## src/rtl/div_unit_if.sv

```systemverilog
`default_nettype none
// ============================================================================
// Module   : div_unit_if
// Purpose  : Request/result bundle between the ALU issue logic and the
//            multi-cycle divider (operands in, HI/LO results and status out).
// Revision : 1.0 - initial release
// ============================================================================
interface div_unit_if #(
    parameter int WIDTH = 32
);
    logic             Start;
    logic [WIDTH-1:0] A;
    logic [WIDTH-1:0] B;
    logic             Signed;
    logic             Busy;
    logic             Done;
    logic [WIDTH-1:0] Quotient;
    logic [WIDTH-1:0] Remainder;
    logic             DivZero;

    // Issue side: drives the request, observes status and results
    modport master (
        output Start, A, B, Signed,
        input  Busy, Done, Quotient, Remainder, DivZero
    );

    // Divider side
    modport slave (
        input  Start, A, B, Signed,
        output Busy, Done, Quotient, Remainder, DivZero
    );
endinterface
`default_nettype wire

```

## src/rtl/div_unit.sv

```systemverilog
`default_nettype none
// ============================================================================
// Module   : div_unit
// Purpose  : Multi-cycle MIPS DIV/DIVU. Restoring division on operand
//            magnitudes, one quotient bit per cycle, then one sign-fixup
//            cycle that registers Quotient (LO) and Remainder (HI).
// Revision : 1.0 - initial release
// ============================================================================
module div_unit #(
    parameter int WIDTH = 32
) (
    input  logic      clk,
    input  logic      reset,     // synchronous, active-low
    div_unit_if.slave bus
);

    typedef enum logic [1:0] {
        S_IDLE = 2'd0,
        S_CALC = 2'd1,
        S_FIX  = 2'd2
    } state_t;

    localparam int                 c_cnt_w     = $clog2(WIDTH + 1);
    localparam logic [c_cnt_w-1:0] c_last_iter = c_cnt_w'(WIDTH - 1);

    state_t             r_state;
    state_t             w_next_state;
    logic               w_busy;

    // Working registers: r_quo starts as |A| and fills with quotient bits
    // from the right while its MSBs are shifted into the partial remainder.
    logic [WIDTH-1:0]   r_quo;
    logic [WIDTH-1:0]   r_rem;
    logic [WIDTH-1:0]   r_divisor;
    logic [WIDTH-1:0]   r_a_raw;
    logic [c_cnt_w-1:0] r_count;
    logic               r_qneg;
    logic               r_rneg;
    logic               r_zero;

    // Registered results, held until the next FIX
    logic               r_done;
    logic [WIDTH-1:0]   r_quotient;
    logic [WIDTH-1:0]   r_remainder;
    logic               r_divzero;

    logic               w_a_neg;
    logic               w_b_neg;
    logic [WIDTH-1:0]   w_a_mag;
    logic [WIDTH-1:0]   w_b_mag;
    logic               w_b_is_zero;
    logic [WIDTH:0]     w_shift;
    logic               w_fit;
    logic [WIDTH-1:0]   w_trial;
    logic               w_last_iter;

    assign w_a_neg     = bus.Signed & bus.A[WIDTH-1];
    assign w_b_neg     = bus.Signed & bus.B[WIDTH-1];
    assign w_a_mag     = w_a_neg ? -bus.A : bus.A;
    assign w_b_mag     = w_b_neg ? -bus.B : bus.B;
    assign w_b_is_zero = (bus.B == '0);

    // Shifted partial remainder can reach 2*|B|-1, hence one extra bit.
    // The subtraction only needs the low WIDTH bits: when it is kept the
    // result is below |B| and so always fits.
    assign w_shift     = {r_rem, r_quo[WIDTH-1]};
    assign w_fit       = (w_shift >= {1'b0, r_divisor});
    assign w_trial     = w_shift[WIDTH-1:0] - r_divisor;
    assign w_last_iter = (r_count == c_last_iter);

    // State register
    always_ff @(posedge clk) begin
        if (!reset) begin
            r_state <= S_IDLE;
        end else begin
            r_state <= w_next_state;
        end
    end

    // Next-state and Busy decode; zero divisor skips straight to FIX
    always_comb begin
        w_next_state = r_state;
        w_busy       = 1'b0;
        case (r_state)
            S_IDLE: begin
                if (bus.Start) begin
                    w_next_state = w_b_is_zero ? S_FIX : S_CALC;
                end
            end
            S_CALC: begin
                w_busy = 1'b1;
                if (w_last_iter) begin
                    w_next_state = S_FIX;
                end
            end
            S_FIX: begin
                w_busy       = 1'b1;
                w_next_state = S_IDLE;
            end
            default: begin
                w_next_state = S_IDLE;
            end
        endcase
    end

    // Operand capture, restoring iterations and sign fixup of the results
    always_ff @(posedge clk) begin
        if (!reset) begin
            r_quo       <= '0;
            r_rem       <= '0;
            r_divisor   <= '0;
            r_a_raw     <= '0;
            r_count     <= '0;
            r_qneg      <= 1'b0;
            r_rneg      <= 1'b0;
            r_zero      <= 1'b0;
            r_done      <= 1'b0;
            r_quotient  <= '0;
            r_remainder <= '0;
            r_divzero   <= 1'b0;
        end else begin
            r_done <= 1'b0;
            case (r_state)
                S_IDLE: begin
                    if (bus.Start) begin
                        r_quo     <= w_a_mag;
                        r_divisor <= w_b_mag;
                        r_a_raw   <= bus.A;
                        r_rem     <= '0;
                        r_count   <= '0;
                        r_qneg    <= w_a_neg ^ w_b_neg;
                        r_rneg    <= w_a_neg;
                        r_zero    <= w_b_is_zero;
                    end
                end
                S_CALC: begin
                    r_rem   <= w_fit ? w_trial : w_shift[WIDTH-1:0];
                    r_quo   <= {r_quo[WIDTH-2:0], w_fit};
                    r_count <= r_count + 1'b1;
                end
                S_FIX: begin
                    r_done <= 1'b1;
                    if (r_zero) begin
                        r_quotient  <= '1;
                        r_remainder <= r_a_raw;
                        r_divzero   <= 1'b1;
                    end else begin
                        // Negating 0x80000000 wraps to itself, which gives
                        // the MIPS result for the overflow case for free.
                        r_quotient  <= r_qneg ? -r_quo : r_quo;
                        r_remainder <= r_rneg ? -r_rem : r_rem;
                        r_divzero   <= 1'b0;
                    end
                end
                default: begin
                end
            endcase
        end
    end

    assign bus.Busy      = w_busy;
    assign bus.Done      = r_done;
    assign bus.Quotient  = r_quotient;
    assign bus.Remainder = r_remainder;
    assign bus.DivZero   = r_divzero;

endmodule
`default_nettype wire

```

## src/flat_wrapper.sv

```systemverilog
// flat-port wrapper written by rule: the top's interface ports become plain ports
module div_unit_flat 
#(
    parameter int WIDTH = 32
)
  (clk, reset, bus_Start, bus_A, bus_B, bus_Signed, bus_Busy, bus_Done, bus_Quotient, bus_Remainder, bus_DivZero);
  div_unit_if #(.WIDTH(WIDTH)) bus_i ();
  input  logic clk;
  input  logic reset;
  input wire logic [$bits(bus_i.Start)-1:0] bus_Start;
  input wire logic [$bits(bus_i.A)-1:0] bus_A;
  input wire logic [$bits(bus_i.B)-1:0] bus_B;
  input wire logic [$bits(bus_i.Signed)-1:0] bus_Signed;
  output wire logic [$bits(bus_i.Busy)-1:0] bus_Busy;
  output wire logic [$bits(bus_i.Done)-1:0] bus_Done;
  output wire logic [$bits(bus_i.Quotient)-1:0] bus_Quotient;
  output wire logic [$bits(bus_i.Remainder)-1:0] bus_Remainder;
  output wire logic [$bits(bus_i.DivZero)-1:0] bus_DivZero;
  assign bus_i.Start = bus_Start;
  assign bus_i.A = bus_A;
  assign bus_i.B = bus_B;
  assign bus_i.Signed = bus_Signed;
  assign bus_Busy = bus_i.Busy;
  assign bus_Done = bus_i.Done;
  assign bus_Quotient = bus_i.Quotient;
  assign bus_Remainder = bus_i.Remainder;
  assign bus_DivZero = bus_i.DivZero;
  div_unit #(.WIDTH(WIDTH)) u_core (.clk(clk), .reset(reset), .bus(bus_i));
endmodule
```

## config.mk

```make
export PLATFORM = sky130hd
export DESIGN_NAME = div_unit_flat
export DESIGN_NICKNAME = d
export VERILOG_FILES = /design/src/rtl/div_unit_if.sv /design/src/rtl/div_unit.sv /design/src/flat_wrapper.sv
export SDC_FILE = /design/constraint.sdc
export NUM_CORES = 1
export LEC_CHECK = 0
export CAP_MARGIN = 20
export CORE_MARGIN = 2
export CORE_UTILIZATION = 45
export CTS_BUF_LIST = sky130_fd_sc_hd__clkbuf_4
export DETAILED_ROUTE_END_ITERATION = 7
export PLACE_DENSITY = 0.68
export SETUP_SLACK_MARGIN = 0.3
export SKIP_LAST_GASP = 1
export SYNTH_ARGS = -nofsm -noshare
export SYNTH_HDL_FRONTEND = slang
export SYNTH_SLANG_ARGS = --single-unit
```

## constraint.sdc

```tcl
create_clock -name clk -period 3.2 [get_ports clk]
set_input_delay 0.32 -clock clk [delete_from_list [all_inputs] [get_ports clk]]
set_output_delay 0.32 -clock clk [all_outputs]
set_load 0.1 [all_outputs]
```

Met1 routing:
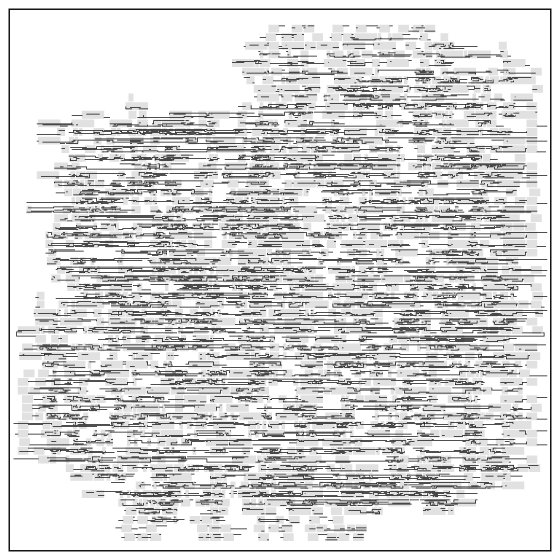
longest straight run: 38.6 microns
main direction: horizontal

The metal 2 layer:
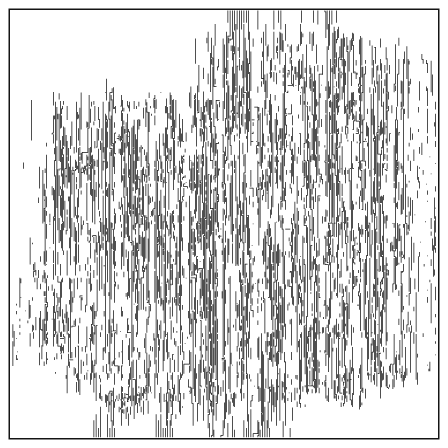
wire length on this layer: 17500 microns
share of all routed wire: 48%
longest straight run: 95.2 microns
main direction: vertical
nets with wire on the layer: 1528

==> flip-flops by register name, summed over array words and instances, names as in the netlist, 2 cells and up <==
register	cells
u_core.r_divisor	32
u_core.r_count	6
u_core.r_rem	32
u_core.bus.Remainder	32
u_core.r_a_raw	32
u_core.r_state	2
u_core.r_quo	32
u_core.bus.Quotient	32
==> routing by layer <==
metal / part of all wire (%) / track usage [%]
met5: 0 / 0
met4: 2.8 / 8.807
met3: 5.5 / 3.884
met2: 48 / 42.75
met1: 44 / 31.51
==> cell families (layout without fill, tap and decap cells) <==
| logic type | after synthesis | after routing |
|---|---|---|
| xor+xnor | 146 | 146 |
| fa+ha+maj | 41 | 41 |
| buf+inv | 166 | 381 |
| simple gates | 509 | 509 |
| flops | 205 | 205 |
| compound gates | 462 | 463 |
| other cells | 0 | 1 |
| mux | 47 | 47 |
==> critical path: cells and delay by family (launching register included) <==
family	cells	cell delay, ns
flip-flops	1	0.32
adder cells (fa/ha/maj)	2	0.48
AND-OR/OR-AND	8	1.39
XOR/XNOR	1	0.14
buffers and inverters	4	0.38
==> metrics by stage <==
stage	worst slack [ns]	cell area, sq um	cells	util [%]	total power (uW)
2_1_floorplan	0.3041	12470	1576	-	3563
3_3_place_gp	0.1295	14490	2053	53.46	3956
3_5_place_dp	0.09983	14520	2054	53.56	3977
4_1_cts	0.2463	15270	2155	56.36	6312
5_1_grt	0.2033	15640	2165	57.71	6638
6_report	0.3859	15640	2165	57.71	6311
==> timing repair <==
| item | in CTS | in global routing |
|---|---|---|
| gates cloned | 0 | 2 |
| endpoints found under the setup margin | 33 | 40 |
| hold buffers | 1 | 0 |
| buffers inserted | 3 | 7 |
| endpoints found under the hold margin | 22 | 0 |
| pin swaps | 3 | 18 |
| resized | 6 | 59 |
==> reports/results.txt <==
Hold EP - u_core.r_a_raw[5]
CTS Buffer Depth - 3
Final Hold Viols - 0
most frequent cells after synthesis - nand2_1 (254), dfxtp_1 (205), o21ai_0 (145)
remaining antenna violation count - 0
Die ar. - 0.02904 sq mm
Worst-Skew Late Latency - 0.72 ns
pin count of the biggest net entering global routing - 73
mux share - 3.775%
CTS tree - built
DRT Wirelength - 36.76 mm
CTS sink count - 205
WHS Path Cells - 3
worst path arrival time - 3.38 ns
Setup crit end kind - register
die width - 170.4 microns
Port-buffer cells - 134
clock network power share - 36.8%
Clock Network Area Fraction - 4.488%
RSZ-0062 raised after global routing - true
Clock Power - 2320 uW
FF/Latch Area - 0.004111 sq mm
worst clock skew - 0.05299 ns
f_max - 355.4 MHz
CP Launch Type - register
worst hold slack - 0.2774 ns
CP Max Fanout - 3
status - completed
max incr delay on CP - 0.35 ns
Rel. slew slack - 30.70%
setup violators final - 0
hold_sp - bus_A[5]
Core Area - 0.02710 sq mm
FP Util - 45.98%
drt drc - 0
Req. time, crit path - 3.77 ns
GRT Overall Usage - 24.85%
CP Cell Sequence - inv_2 -> ha_4 -> inv_2 -> fa_2 -> a21o_1 -> a221oi_4 -> o31ai_4 -> o41ai_2 -> buf_4 -> buf_6 -> o211ai_1 -> a21oi_2 -> o31a_1 -> xor2_1 -> o21ai_1
yosys aoi share - 25.39%
DR vias - 12086
Power and IR drop assume default switching activity.
